File: src/rtl/uart_mmio_pkg.sv
// ---------------------------------------------------------------------------
// uart_mmio_pkg
// Shared definitions for the memory-mapped UART controller: register
// offsets inside the 16-byte I/O window, STATUS and CTRL bit positions,
// and a saturating helper for the 4-bit RX count field in STATUS.
// ---------------------------------------------------------------------------
package uart_mmio_pkg;

    // Register offsets (addr[3:0]) inside the I/O window
    localparam logic [3:0] OFF_STATUS = 4'h0;
    localparam logic [3:0] OFF_RXDATA = 4'h4;
    localparam logic [3:0] OFF_TXDATA = 4'h8;
    localparam logic [3:0] OFF_CTRL   = 4'hC;

    // STATUS bit positions
    localparam int STS_TX_NOT_FULL  = 0;
    localparam int STS_RX_NOT_EMPTY = 1;
    localparam int STS_RX_OVERFLOW  = 2;
    localparam int STS_TX_DROP      = 3;
    localparam int STS_RX_CNT_LSB   = 4;

    // CTRL bit positions (write 1 to clear the matching sticky flag)
    localparam int CTRL_CLR_OVF  = 0;
    localparam int CTRL_CLR_DROP = 1;

    // Clamp an occupancy count into the 4-bit STATUS field
    function automatic logic [3:0] sat_count4(input logic [31:0] n);
        return (n > 32'd15) ? 4'hF : n[3:0];
    endfunction

endpackage

File: src/rtl/sync_fifo.sv
// ---------------------------------------------------------------------------
// sync_fifo
// Single-clock FIFO with a first-word fall-through head.
//   clk, rst   : clock, synchronous active-high reset
//   push, din  : write request and data (ignored when full unless a pop
//                lands in the same cycle)
//   pop        : read request (ignored when empty)
//   dout       : current head; reads as 0 while the FIFO is empty
//   empty/full : occupancy flags
//   count      : occupancy, 0..DEPTH
// DEPTH must be a power of two (>= 2) so the pointers wrap for free.
// ---------------------------------------------------------------------------
module sync_fifo #(
    parameter int WIDTH = 8,
    parameter int DEPTH = 8
) (
    input  logic                     clk,
    input  logic                     rst,
    input  logic                     push,
    input  logic [WIDTH-1:0]         din,
    input  logic                     pop,
    output logic [WIDTH-1:0]         dout,
    output logic                     empty,
    output logic                     full,
    output logic [$clog2(DEPTH):0]   count
);
    localparam int AW = $clog2(DEPTH);

    logic [WIDTH-1:0] mem_q [DEPTH];
    logic [AW-1:0]    wr_ptr_q, wr_ptr_d;
    logic [AW-1:0]    rd_ptr_q, rd_ptr_d;
    logic [AW:0]      count_q,  count_d;
    logic             do_push, do_pop;

    assign empty = (count_q == '0);
    assign full  = (count_q == (AW+1)'(DEPTH));
    assign count = count_q;

    // A pop on an empty FIFO is void; a push on a full FIFO only lands
    // when a pop frees the head slot in the same cycle.
    assign do_pop  = pop & ~empty;
    assign do_push = push & (~full | do_pop);

    // Masking the head when empty keeps the output at 0 after reset
    // without having to clear the storage array.
    assign dout = empty ? '0 : mem_q[rd_ptr_q];

    always_comb begin
        // NOTE: every comb output gets a default first, so no path can
        // leave it unassigned and infer a latch.
        wr_ptr_d = wr_ptr_q;
        rd_ptr_d = rd_ptr_q;
        count_d  = count_q;
        if (do_push) wr_ptr_d = wr_ptr_q + AW'(1);
        if (do_pop)  rd_ptr_d = rd_ptr_q + AW'(1);
        case ({do_push, do_pop})
            2'b10:   count_d = count_q + (AW+1)'(1);
            2'b01:   count_d = count_q - (AW+1)'(1);
            default: count_d = count_q;
        endcase
    end

    // NOTE: state registers use non-blocking assignment so every flop
    // samples pre-edge values regardless of block evaluation order.
    always_ff @(posedge clk) begin
        if (rst) begin
            wr_ptr_q <= '0;
            rd_ptr_q <= '0;
            count_q  <= '0;
        end else begin
            wr_ptr_q <= wr_ptr_d;
            rd_ptr_q <= rd_ptr_d;
            count_q  <= count_d;
        end
    end

    // NOTE: the storage array is deliberately not reset; validity is
    // tracked by the pointers/count, which keeps it mappable to RAM.
    always_ff @(posedge clk) begin
        if (do_push) mem_q[wr_ptr_q] <= din;
    end

endmodule

File: src/rtl/uart_mmio_fifo.sv
// ---------------------------------------------------------------------------
// uart_mmio_fifo
// Memory-mapped UART controller on the CPU data-memory port. Decodes a
// 16-byte window at BASE_ADDR, buffers TX and RX bytes in two FIFOs and
// keeps two sticky error flags.
//   clk, rst              : CPU clock, synchronous active-high reset
//   stall                 : memory stall; accesses have no effect while high
//   addr, we, re, din     : CPU data-port request
//   dout                  : registered read data
//   uart_data_in[_valid]  : TX byte stream to the UART, uart_data_in_ready accepts
//   uart_data_out[_valid] : RX byte stream from the UART, uart_data_out_ready accepts
// Register map: 0x0 STATUS (R), 0x4 RXDATA (R, pops), 0x8 TXDATA (W),
// 0xC CTRL (W, bit0 clears rx_overflow, bit1 clears tx_drop).
// ---------------------------------------------------------------------------
module uart_mmio_fifo
    import uart_mmio_pkg::*;
#(
    parameter int          DEPTH     = 8,
    parameter logic [31:0] BASE_ADDR = 32'h8000_0000
) (
    input  logic        clk,
    input  logic        rst,
    input  logic        stall,
    input  logic [31:0] addr,
    input  logic [3:0]  we,
    input  logic        re,
    input  logic [31:0] din,
    output logic [31:0] dout,
    output logic [7:0]  uart_data_in,
    output logic        uart_data_in_valid,
    input  logic        uart_data_in_ready,
    input  logic [7:0]  uart_data_out,
    input  logic        uart_data_out_valid,
    output logic        uart_data_out_ready
);
    localparam int CW = $clog2(DEPTH) + 1;

    logic [3:0]    off;
    logic          hit, rd_fire, wr_fire;
    logic          tx_push, tx_pop, tx_empty, tx_full;
    logic          rx_push, rx_pop, rx_empty, rx_full;
    logic [7:0]    rx_head;
    logic [CW-1:0] tx_count, rx_count;
    logic          ctrl_wr, ovf_set, drop_set;
    logic          ovf_q, ovf_d, drop_q, drop_d, rdy_q;
    logic [31:0]   status, dout_q, dout_d;
    logic          unused_bits;

    // Access decode
    assign off     = addr[3:0];
    assign hit     = (addr[31:4] == BASE_ADDR[31:4]);
    assign rd_fire = hit & ~stall & re;
    assign wr_fire = hit & ~stall & (|we);

    assign tx_push = wr_fire & (off == OFF_TXDATA) & we[0];
    assign tx_pop  = uart_data_in_valid & uart_data_in_ready;
    assign rx_pop  = rd_fire & (off == OFF_RXDATA);
    assign rx_push = uart_data_out_valid & uart_data_out_ready;
    assign ctrl_wr = wr_fire & (off == OFF_CTRL) & we[0];

    // A full FIFO is not empty, so a requested pop is always a real pop here
    assign ovf_set  = rx_push & rx_full & ~rx_pop;
    assign drop_set = tx_push & tx_full & ~tx_pop;

    sync_fifo #(.WIDTH(8), .DEPTH(DEPTH)) u_tx_fifo (
        .clk   (clk),
        .rst   (rst),
        .push  (tx_push),
        .din   (din[7:0]),
        .pop   (tx_pop),
        .dout  (uart_data_in),
        .empty (tx_empty),
        .full  (tx_full),
        .count (tx_count)
    );

    sync_fifo #(.WIDTH(8), .DEPTH(DEPTH)) u_rx_fifo (
        .clk   (clk),
        .rst   (rst),
        .push  (rx_push),
        .din   (uart_data_out),
        .pop   (rx_pop),
        .dout  (rx_head),
        .empty (rx_empty),
        .full  (rx_full),
        .count (rx_count)
    );

    assign uart_data_in_valid  = ~tx_empty;
    assign uart_data_out_ready = rdy_q;
    assign dout                = dout_q;

    // STATUS is built from pre-edge state, before this cycle's push/pop
    always_comb begin
        status                                  = '0;
        status[STS_TX_NOT_FULL]                 = ~tx_full;
        status[STS_RX_NOT_EMPTY]                = ~rx_empty;
        status[STS_RX_OVERFLOW]                 = ovf_q;
        status[STS_TX_DROP]                     = drop_q;
        status[STS_RX_CNT_LSB+3:STS_RX_CNT_LSB] = sat_count4(32'(rx_count));
    end

    // Sticky flags: a same-cycle set overrides the clear
    always_comb begin
        ovf_d  = (ovf_q  & ~(ctrl_wr & din[CTRL_CLR_OVF]))  | ovf_set;
        drop_d = (drop_q & ~(ctrl_wr & din[CTRL_CLR_DROP])) | drop_set;
    end

    // Read data only changes on a firing read; everything else holds
    always_comb begin
        dout_d = dout_q;
        if (rd_fire) begin
            case (off)
                OFF_STATUS: dout_d = status;
                OFF_RXDATA: dout_d = {24'b0, rx_head};
                default:    dout_d = '0;
            endcase
        end
    end

    always_ff @(posedge clk) begin
        if (rst) begin
            ovf_q  <= 1'b0;
            drop_q <= 1'b0;
            dout_q <= '0;
            rdy_q  <= 1'b0;
        end else begin
            ovf_q  <= ovf_d;
            drop_q <= drop_d;
            dout_q <= dout_d;
            rdy_q  <= 1'b1;
        end
    end

    // Inputs and counts that the register map never looks at
    assign unused_bits = ^{din[31:8], we[3:1], tx_count};

endmodule

File: config.mk
export PLATFORM = sky130hd
export DESIGN_NAME = uart_mmio_fifo
export DESIGN_NICKNAME = d
export VERILOG_FILES = /design/src/rtl/uart_mmio_pkg.sv /design/src/rtl/sync_fifo.sv /design/src/rtl/uart_mmio_fifo.sv
export SDC_FILE = /design/constraint.sdc
export NUM_CORES = 1
export LEC_CHECK = 0
export CAP_MARGIN = 20
export CORE_MARGIN = 2
export CORE_UTILIZATION = 45
export DETAILED_ROUTE_END_ITERATION = 10
export GPL_TIMING_DRIVEN = 1
export MAX_ROUTING_LAYER = met4
export PLACE_DENSITY = 0.7
export SLEW_MARGIN = 20
export SYNTH_ARGS = -nofsm -noshare
export SYNTH_HDL_FRONTEND = slang
export SYNTH_SLANG_ARGS = --single-unit
File: constraint.sdc
create_clock -name clk -period 4.8 [get_ports clk]
set_clock_uncertainty 0.2 [all_clocks]
set_input_delay 0.96 -clock clk [delete_from_list [all_inputs] [get_ports clk]]
set_output_delay 0.96 -clock clk [all_outputs]
set_load 0.05 [all_outputs]
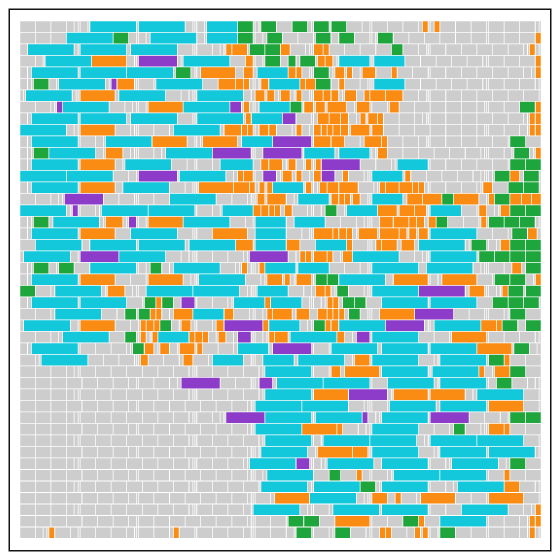
(images/cell_classes.png)
Fill, decap, tap and diode cells in grey.
| colour | class | cells | share of their area |
|---|---|---|---|
| green | other buffers and delay cells | 95 | 11% |
| orange | all other logic | 266 | 26% |
| cyan | flip-flops | 165 | 56% |
| purple | clock drivers and dummy loads | 32 | 6.8% |

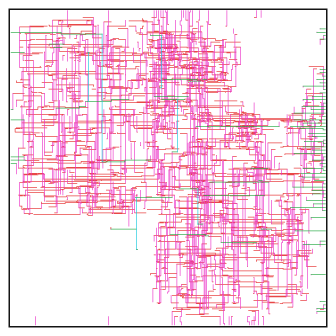
(images/metal_stack.png)
| colour | layer | wire length |
|---|---|---|
| cyan | met4 | 149 µm |
| magenta | met2 | 6870 µm |
| red | met1 | 5500 µm |
| green | met3 | 642 µm |

[flip-flops by register name, summed over array words and instances, names as in the netlist, named ones only]
| signal | cells |
|---|---|
| drop_q | 1 |
| u_tx_fifo.mem_q | 64 |
| dout | 8 |
| uart_data_out_ready | 1 |
| u_rx_fifo.wr_ptr_q | 3 |
| u_tx_fifo.rd_ptr_q | 3 |
| u_rx_fifo.mem_q | 64 |
| u_rx_fifo.rd_ptr_q | 3 |
| u_rx_fifo.count | 4 |
| u_tx_fifo.count | 4 |
| u_tx_fifo.wr_ptr_q | 3 |
| ovf_q | 1 |
[worst paths after layout]
| path | startpoint | to | slack, ns |
|---|---|---|---|
| min | ovf_q$_SDFF_PP0_ | dout[2]$_SDFFE_PP0N_ | 0.29 |
| max reg2reg | u_tx_fifo.count[0]$_SDFFE_PP0P_ | u_tx_fifo.count[2]$_SDFFE_PP0P_ | 1.80 |
| min reg2reg | ovf_q$_SDFF_PP0_ | dout[2]$_SDFFE_PP0N_ | 0.29 |
| max | register | uart_data_in[2] | 0.74 |
[cell type report]
cell class / count / area (µm²)
fillers: 1158 / 6710
inverters: 4 / 15.01
clock inverters: 14 / 123.9
flip-flops and latches: 165 / 4586
repair buffers: 95 / 890.9
multi-input cells: 262 / 2100
well taps: 188 / 235.2
clock buffers: 18 / 429.2
[power breakdown]
| part | total [mW] | leakage (nW) | internal, mW | switching, mW |
|---|---|---|---|---|
| sequential | 1.55 | 1.45 | 1.54 | 0.00442 |
| clock | 1.26 | 0.269 | 0.718 | 0.542 |
| combinational | 0.138 | 1.06 | 0.0538 | 0.0838 |
[worst max-delay path, cell delays in order, from the launching register on]
cell             delay (ns)
dfxtp_1                0.73
buf_4                  0.33
mux4_2                 0.53
mux2i_1                0.14
nor2_1                 0.06
clkdlybuf4s50_1        0.69
==> flow_summary.toml <==
# physical design summary
[synthesis]
avgSynthCellArea_um2 = 15.23
syn-cell-area_um2 = 6884
top_cells_by_count = "edfxtp_1, nor2_1, dfxtp_1"
edf_count = 128
ys_cells = 452
flop_cell = "edfxtp_1"
postSynth.asyncResetShare_pct = 0
simple_gate_share_pct = 9.033
ys_sh_adder_pct = 1.454
synth-xor-area-share_pct = 1.272
synth_top_area_share_pct = 55.83
ys_area_um2 = 6884
synthTopLogicFamily = "multiplexers"
synth_top_cell_by_area = "edfxtp_1"
compound_area_share_pct = 3.144

[detailed_routing]
met1_length_um = 5498
vias = 3929
dr.first_iter.drc_count = 184
highest_layer = "met4"
vias_per_cell = 5.267
drt_pass1_iterations = 4

[global_route]
busiest_layer = "met2"
grt_max_degree = 30
use_met2_pct = 29.63
grt_pass1_wl_um = 20490
grt_use_total_pct = 17.35
grt-ovfl-total = 0
use_met3_pct = 4.048

[place]
place_ws_ns = 0.4236
dp_hpwl_um = 8718
placed_cell_area_um2 = 7820
port_buffers = 72

[timing]
grt_setup_unrepaired = "false"
worst_hold_slack_ns = 0.2866
maxSlewViolCount = 0
finalCritPeriodShare_pct = 84.62
fin_crit_ns = 4.062
finalWorstSetupSlack_ns = 0.7382
clock.fmax_ghz = 0.2462
relSlewSlack_pct = 44.99
fin_tns_setup_ns = 0
tightest_slew_ns = 0.8240

[clocking]
cts_setup_buffers = 0
worstSkewPairLatency_ns = 0.41
cts_tree = "built"
cts_root_buf = "clkbuf_16"
numCtsBuffers = 17
cts_resized = 0
clk_pin_slew_ns = 0.06
cts_max_level = 4
cts_num_sinks = 165

[floorplan]
die_area_um2 = 16300
die_h_um = 127.7
io_pins = 124
fp-utilization_pct = 45.62

[finish]
stdcell_count = 746
final_common_cell = "edfxtp_1"
fin_area_um2 = 8379
final_nets = 635
final_cell_mix = "edfxtp_1, clkdlybuf4s50_1, nor2_1"
final_core_util_pct = 55.53

[power_and_ir_drop]
power.density_nw_per_um2 = 351.6

[run_status]
status = "finished, final reports clean"

[worst_setup_path]
critPathLaunchType = "register"
cp_max_fo = 9
worstSetupEndpointType = "output port"
critPathKind = "reg2out"

[min_path]
hp-class = "reg2reg"
Power figures rest on the tool's default switching activity, not on a simulated workload.
